**src/rtl/bus_frame_receiver.sv**
```systemverilog
// bus_frame_receiver: deserialises one bus frame at a time, recomputes CRC-4, filters on address
// and presents good payloads on a one-entry valid/ready register. RX_STATS_EN adds frame counters.
module bus_frame_receiver #(
  parameter logic [3:0] MY_ADDR  = 4'd1,
  parameter logic [3:0] CRC_POLY = 4'b0011,
  parameter logic [3:0] CRC_INIT = 4'b0000
) (
  input  logic        clock,
  input  logic        reset_n,
  input  logic        bus_in,
  input  logic        rx_ready,
  output logic        rx_valid,
  output logic [63:0] rx_data,
  output logic [3:0]  rx_src,
  output logic [1:0]  rx_mod,
  output logic        crc_err,
  output logic        overflow,
  output logic        busy
`ifdef RX_STATS_EN
  ,
  output logic [15:0] stat_ok,
  output logic [15:0] stat_err
`endif
);

  // state  | meaning
  // S_IDLE | waiting for a start bit (bus_in==1)
  // S_HDR  | shifting src, dst, mod (10 bits)
  // S_PAY  | shifting payload (8/16/32/64 bits, from mod)
  // S_CRC  | shifting received CRC (4 bits)
  // S_CHK  | one cycle: address/CRC decision, bus_in ignored
  typedef enum logic [2:0] {
    S_IDLE = 3'd0,
    S_HDR  = 3'd1,
    S_PAY  = 3'd2,
    S_CRC  = 3'd3,
    S_CHK  = 3'd4
  } state_t;

  state_t      state, state_nxt;
  logic [6:0]  cnt, cnt_nxt;
  logic [9:0]  hdr_sr;
  logic [63:0] pay_sr;
  logic [3:0]  crc_calc;
  logic [3:0]  crc_rcv;

  logic [3:0]  hdr_src;
  logic [3:0]  hdr_dst;
  logic [1:0]  hdr_mod;
  logic [1:0]  mod_in;
  logic        addr_match;
  logic        crc_ok;
  logic        deliver;
  logic        load;

  function automatic logic [3:0] crc_step(input logic [3:0] c, input logic b);
    logic fb;
    fb = c[3] ^ b;
    return {c[2:0], 1'b0} ^ (fb ? CRC_POLY : 4'b0000);
  endfunction

  function automatic logic [6:0] pay_last(input logic [1:0] m);
    case (m)
      2'b00:   return 7'd7;
      2'b01:   return 7'd15;
      2'b10:   return 7'd31;
      default: return 7'd63;
    endcase
  endfunction

  assign hdr_src = hdr_sr[9:6];
  assign hdr_dst = hdr_sr[5:2];
  assign hdr_mod = hdr_sr[1:0];
  // mod is complete only together with the bit being sampled on the last header edge
  assign mod_in  = {hdr_sr[0], bus_in};

  always_ff @(posedge clock or negedge reset_n) begin
    if (!reset_n) begin
      state <= S_IDLE;
      cnt   <= '0;
    end else begin
      state <= state_nxt;
      cnt   <= cnt_nxt;
    end
  end

  always_comb begin
    state_nxt = state;
    cnt_nxt   = cnt;
    case (state)
      S_IDLE: begin
        if (bus_in) begin
          state_nxt = S_HDR;
          cnt_nxt   = 7'd9;
        end
      end
      S_HDR: begin
        if (cnt == 7'd0) begin
          state_nxt = S_PAY;
          cnt_nxt   = pay_last(mod_in);
        end else begin
          cnt_nxt = cnt - 7'd1;
        end
      end
      S_PAY: begin
        if (cnt == 7'd0) begin
          state_nxt = S_CRC;
          cnt_nxt   = 7'd3;
        end else begin
          cnt_nxt = cnt - 7'd1;
        end
      end
      S_CRC: begin
        if (cnt == 7'd0) begin
          state_nxt = S_CHK;
          cnt_nxt   = 7'd0;
        end else begin
          cnt_nxt = cnt - 7'd1;
        end
      end
      S_CHK: begin
        state_nxt = S_IDLE;
        cnt_nxt   = 7'd0;
      end
      default: begin
        state_nxt = S_IDLE;
        cnt_nxt   = 7'd0;
      end
    endcase
  end

  always_ff @(posedge clock or negedge reset_n) begin
    if (!reset_n) begin
      hdr_sr   <= '0;
      pay_sr   <= '0;
      crc_calc <= '0;
      crc_rcv  <= '0;
    end else begin
      case (state)
        S_IDLE: begin
          // clearing the payload here keeps short payloads right-aligned with zero upper bits
          if (bus_in) begin
            hdr_sr   <= '0;
            pay_sr   <= '0;
            crc_calc <= CRC_INIT;
            crc_rcv  <= '0;
          end
        end
        S_HDR: begin
          hdr_sr   <= {hdr_sr[8:0], bus_in};
          crc_calc <= crc_step(crc_calc, bus_in);
        end
        S_PAY: begin
          pay_sr   <= {pay_sr[62:0], bus_in};
          crc_calc <= crc_step(crc_calc, bus_in);
        end
        S_CRC: begin
          crc_rcv <= {crc_rcv[2:0], bus_in};
        end
        default: begin
        end
      endcase
    end
  end

  assign addr_match = (hdr_dst == MY_ADDR) || (hdr_dst == 4'hF);
  assign crc_ok     = (crc_calc == crc_rcv);
  assign deliver    = (state == S_CHK) && addr_match && crc_ok;
  assign load       = deliver && (!rx_valid || rx_ready);
  assign crc_err    = (state == S_CHK) && addr_match && !crc_ok;
  assign overflow   = deliver && rx_valid && !rx_ready;
  assign busy       = (state != S_IDLE);

  always_ff @(posedge clock or negedge reset_n) begin
    if (!reset_n) begin
      rx_valid <= 1'b0;
      rx_data  <= '0;
      rx_src   <= '0;
      rx_mod   <= '0;
    end else if (load) begin
      rx_valid <= 1'b1;
      rx_data  <= pay_sr;
      rx_src   <= hdr_src;
      rx_mod   <= hdr_mod;
    end else if (rx_valid && rx_ready) begin
      rx_valid <= 1'b0;
    end
  end

`ifdef RX_STATS_EN
  always_ff @(posedge clock or negedge reset_n) begin
    if (!reset_n) begin
      stat_ok  <= '0;
      stat_err <= '0;
    end else begin
      if (load && (stat_ok != 16'hFFFF)) begin
        stat_ok <= stat_ok + 16'd1;
      end
      if (crc_err && (stat_err != 16'hFFFF)) begin
        stat_err <= stat_err + 16'd1;
      end
    end
  end
`endif

endmodule
```
**config.mk**
```make
export PLATFORM = sky130hd
export DESIGN_NAME = bus_frame_receiver
export DESIGN_NICKNAME = d
export VERILOG_FILES = /design/src/rtl/bus_frame_receiver.sv
export SDC_FILE = /design/constraint.sdc
export NUM_CORES = 1
export LEC_CHECK = 0
export CORE_AREA = 2 2 114 127
export CTS_BUF_LIST = sky130_fd_sc_hd__clkbuf_4 sky130_fd_sc_hd__clkbuf_8
export CTS_CLUSTER_DIAMETER = 60
export DETAILED_ROUTE_END_ITERATION = 10
export DIE_AREA = 0 0 116 129
export HOLD_SLACK_MARGIN = 0.06
export PLACE_DENSITY = 0.79
export SYNTH_ARGS = -nofsm -noshare
export SYNTH_HDL_FRONTEND = slang
export SYNTH_SLANG_ARGS = --single-unit
```
**constraint.sdc**
```tcl
create_clock -name clock -period 1.9 [get_ports clock]
set_input_delay 0.285 -clock clock [delete_from_list [all_inputs] [get_ports clock]]
set_output_delay 0.285 -clock clock [all_outputs]
set_load 0.01 [all_outputs]
```
met1.png
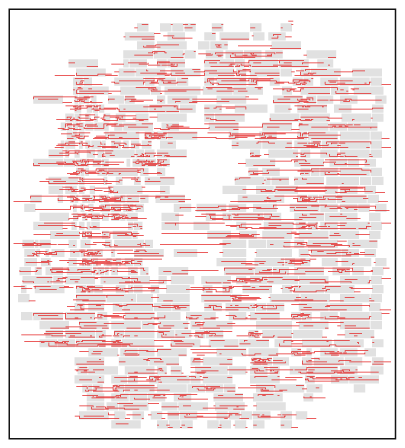
longest straight run = 27.1 um
wire length on this layer = 6010 um
nets with wire on the layer = 519
main direction = horizontal
via total after detailed routing: 4199
met1 usage: 0.263
detailed-route wire length: 13700 um

==> run summary <==
The synthesis and PnR run went through. In this run the number of cells on the critical path is 4. According to the report, the first pass of detailed routing completed in 4 iterations. Power share of the combinational group landed at 0.247. Switching fraction of total power landed at 0.307.

In this run, synthesis inferred 0 flip-flops with an integrated enable. Per the Yosys statistics, synthesis produced 454 cells. Once placement finished, the instance area stood at 7780 sq um. The average instance in the mapped netlist occupies 14.9 sq um.

The floorplan report gives the top-level pin count as 78. Per the synthesis report, the AND-OR/OR-AND share of the synthesized area is 0.136. After detailed routing, the number of remaining DRC violations is 0. Including well taps, the total number of placed cells is 713. In the post-route analysis, the smallest setup slack over all paths is -0.133 ns. Among the non-sequential cells, multiplexers take the most area. Post-layout utilization of the core landed at 0.631.

For the worst reg-to-reg path, the startpoint reported by OpenROAD is crc_calc[0]$_DFFE_PN0P_. Per the timing report, the biggest fanout along the worst path comes to 3. In the layout the commonest cells are 163 x dfrtp_1, 75 x a22o_1, 73 x clkdlybuf4s50_1. OpenSTA lists the critical path endpoint as crc_err. Power attributed to the clock group landed at 0.00263 W. Detailed-routing wirelength on met1 landed at 6010 um. The setup path with the least slack is of type register to output pin.

Fraction of area in non-clock buffers landed at 0.167. Global-route total usage across every layer landed at 0.196. After routing the design area is 8600 sq um.

According to the dpl log, the detail-placed design has an HPWL of 8200 um. The net count of the finished layout is 570. Clock buffer count in the final layout landed at 22. For this run the top cell type by instance count after synthesis was dfrtp_1.

Per the layout area report, the combinational fraction of cell area is 0.282. The layout summary lists the proportion of cells stronger than drive strength 1 as 0.278. Worst path required time landed at 1.62 ns. Area share of the largest cell type after synthesis landed at 0.605. On the critical path the largest part of the delay comes from simple AND/OR/NAND/NOR gates.

The cell sitting at the root of the clock tree is a clkbuf_8. Proportion of synthesized chip area in sequential cells landed at 0.605. In the synthesized netlist, the cells that appear most often are 163 x dfrtp_1, 75 x a22o_1, 70 x mux2_4. The largest share of the power goes to sequential cells. TritonCTS built the clock tree. Logic depth along the worst register-to-register path is recorded as 7. Counting plain and timing-repair buffers in the layout gives 123. Maximum count of clock buffers along a single path landed at 2. Number of well-tap cells placed landed at 188. Worst supply voltage drop on vdd landed at 532 uV. Global route summary, busiest routing layer listed as met2. The detailed router reports a met2 wire length of 6950 um. Number of DRC violations after detailed-routing iteration 0 landed at 174. Area fraction in full adders, half adders and majority gates landed at 0.00371. Post-synthesis async set-or-reset flop share landed at 1.00. Number of global-route vias before repair landed at 4322. There are 163 flip-flops and latches.

Data arrives at the worst endpoint at 1.75 ns. Once layout is complete, the cells apart from fillers number 764. Switching power summed over all nets landed at 0.00273 W. The max-slew check reports its worst relative slack as 0.657. The longest incremental delay of any stage on the critical path is reported as 0.41 ns. The detailed router used layers up to and including met4. Share of the cycle needed by the critical path after routing landed at 1.07. The report puts the hold buffer count at CTS at 1. The worst setup path is captured at an output pin. In the final report, the number of pins over their slew limit comes to 0.

Total met3 wirelength after detailed routing landed at 524 um. The biggest slice of the area belongs to sequential cells. The checks that failed: negative setup slack.

The share of total power dissipated in sequential elements is 0.457. Based on the critical path, the design can be clocked at up to 492 MHz. Before CTS, the worst setup slack after placement is -0.0859 ns. Counting the inverters off the clock network in the layout gives 3. Setup repair after global routing could not meet its margin everywhere. The die is 116 um wide. The flow ran to the end, but the final reports show violations.

For the pin with the worst max-slew slack, the measured transition is 0.515 ns. Worst reg-to-reg setup slack landed at -0.12 ns. The floorplan has 45 rows. The final antenna diode tally reported by the flow is 0. Number of buffers created by CTS landed at 17. Per the gpl log, the routability congestion estimate is 0.756. Count of final hold-check violations landed at 0. Per the detail_route report, routed wire per instance is 17.9 um. Final-report setup violation count landed at 62.

In the floorplan report the effective utilization is 0.495. In this run, the synthesized area fraction spent on and/or/nand/nor cells is recorded as 0.0495. The share of total power dissipated in the clock network is 0.296.

Overall overflow remaining after global route landed at 0. The clock reaches the later pin of the worst-skew pair after 0.46 ns. The layout has 1031 filler cells. The report lists the power per cell area as 1040 nW/um^2.
met2.png
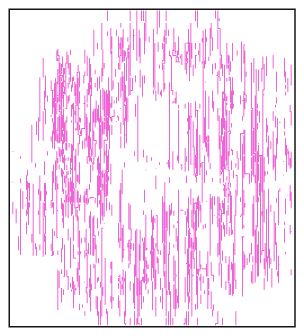
share of all routed wire = 51%
main direction = vertical
nets with wire on the layer = 527
met2 track demand over resource in global routing: 0.315

Power and IR drop assume default switching activity.
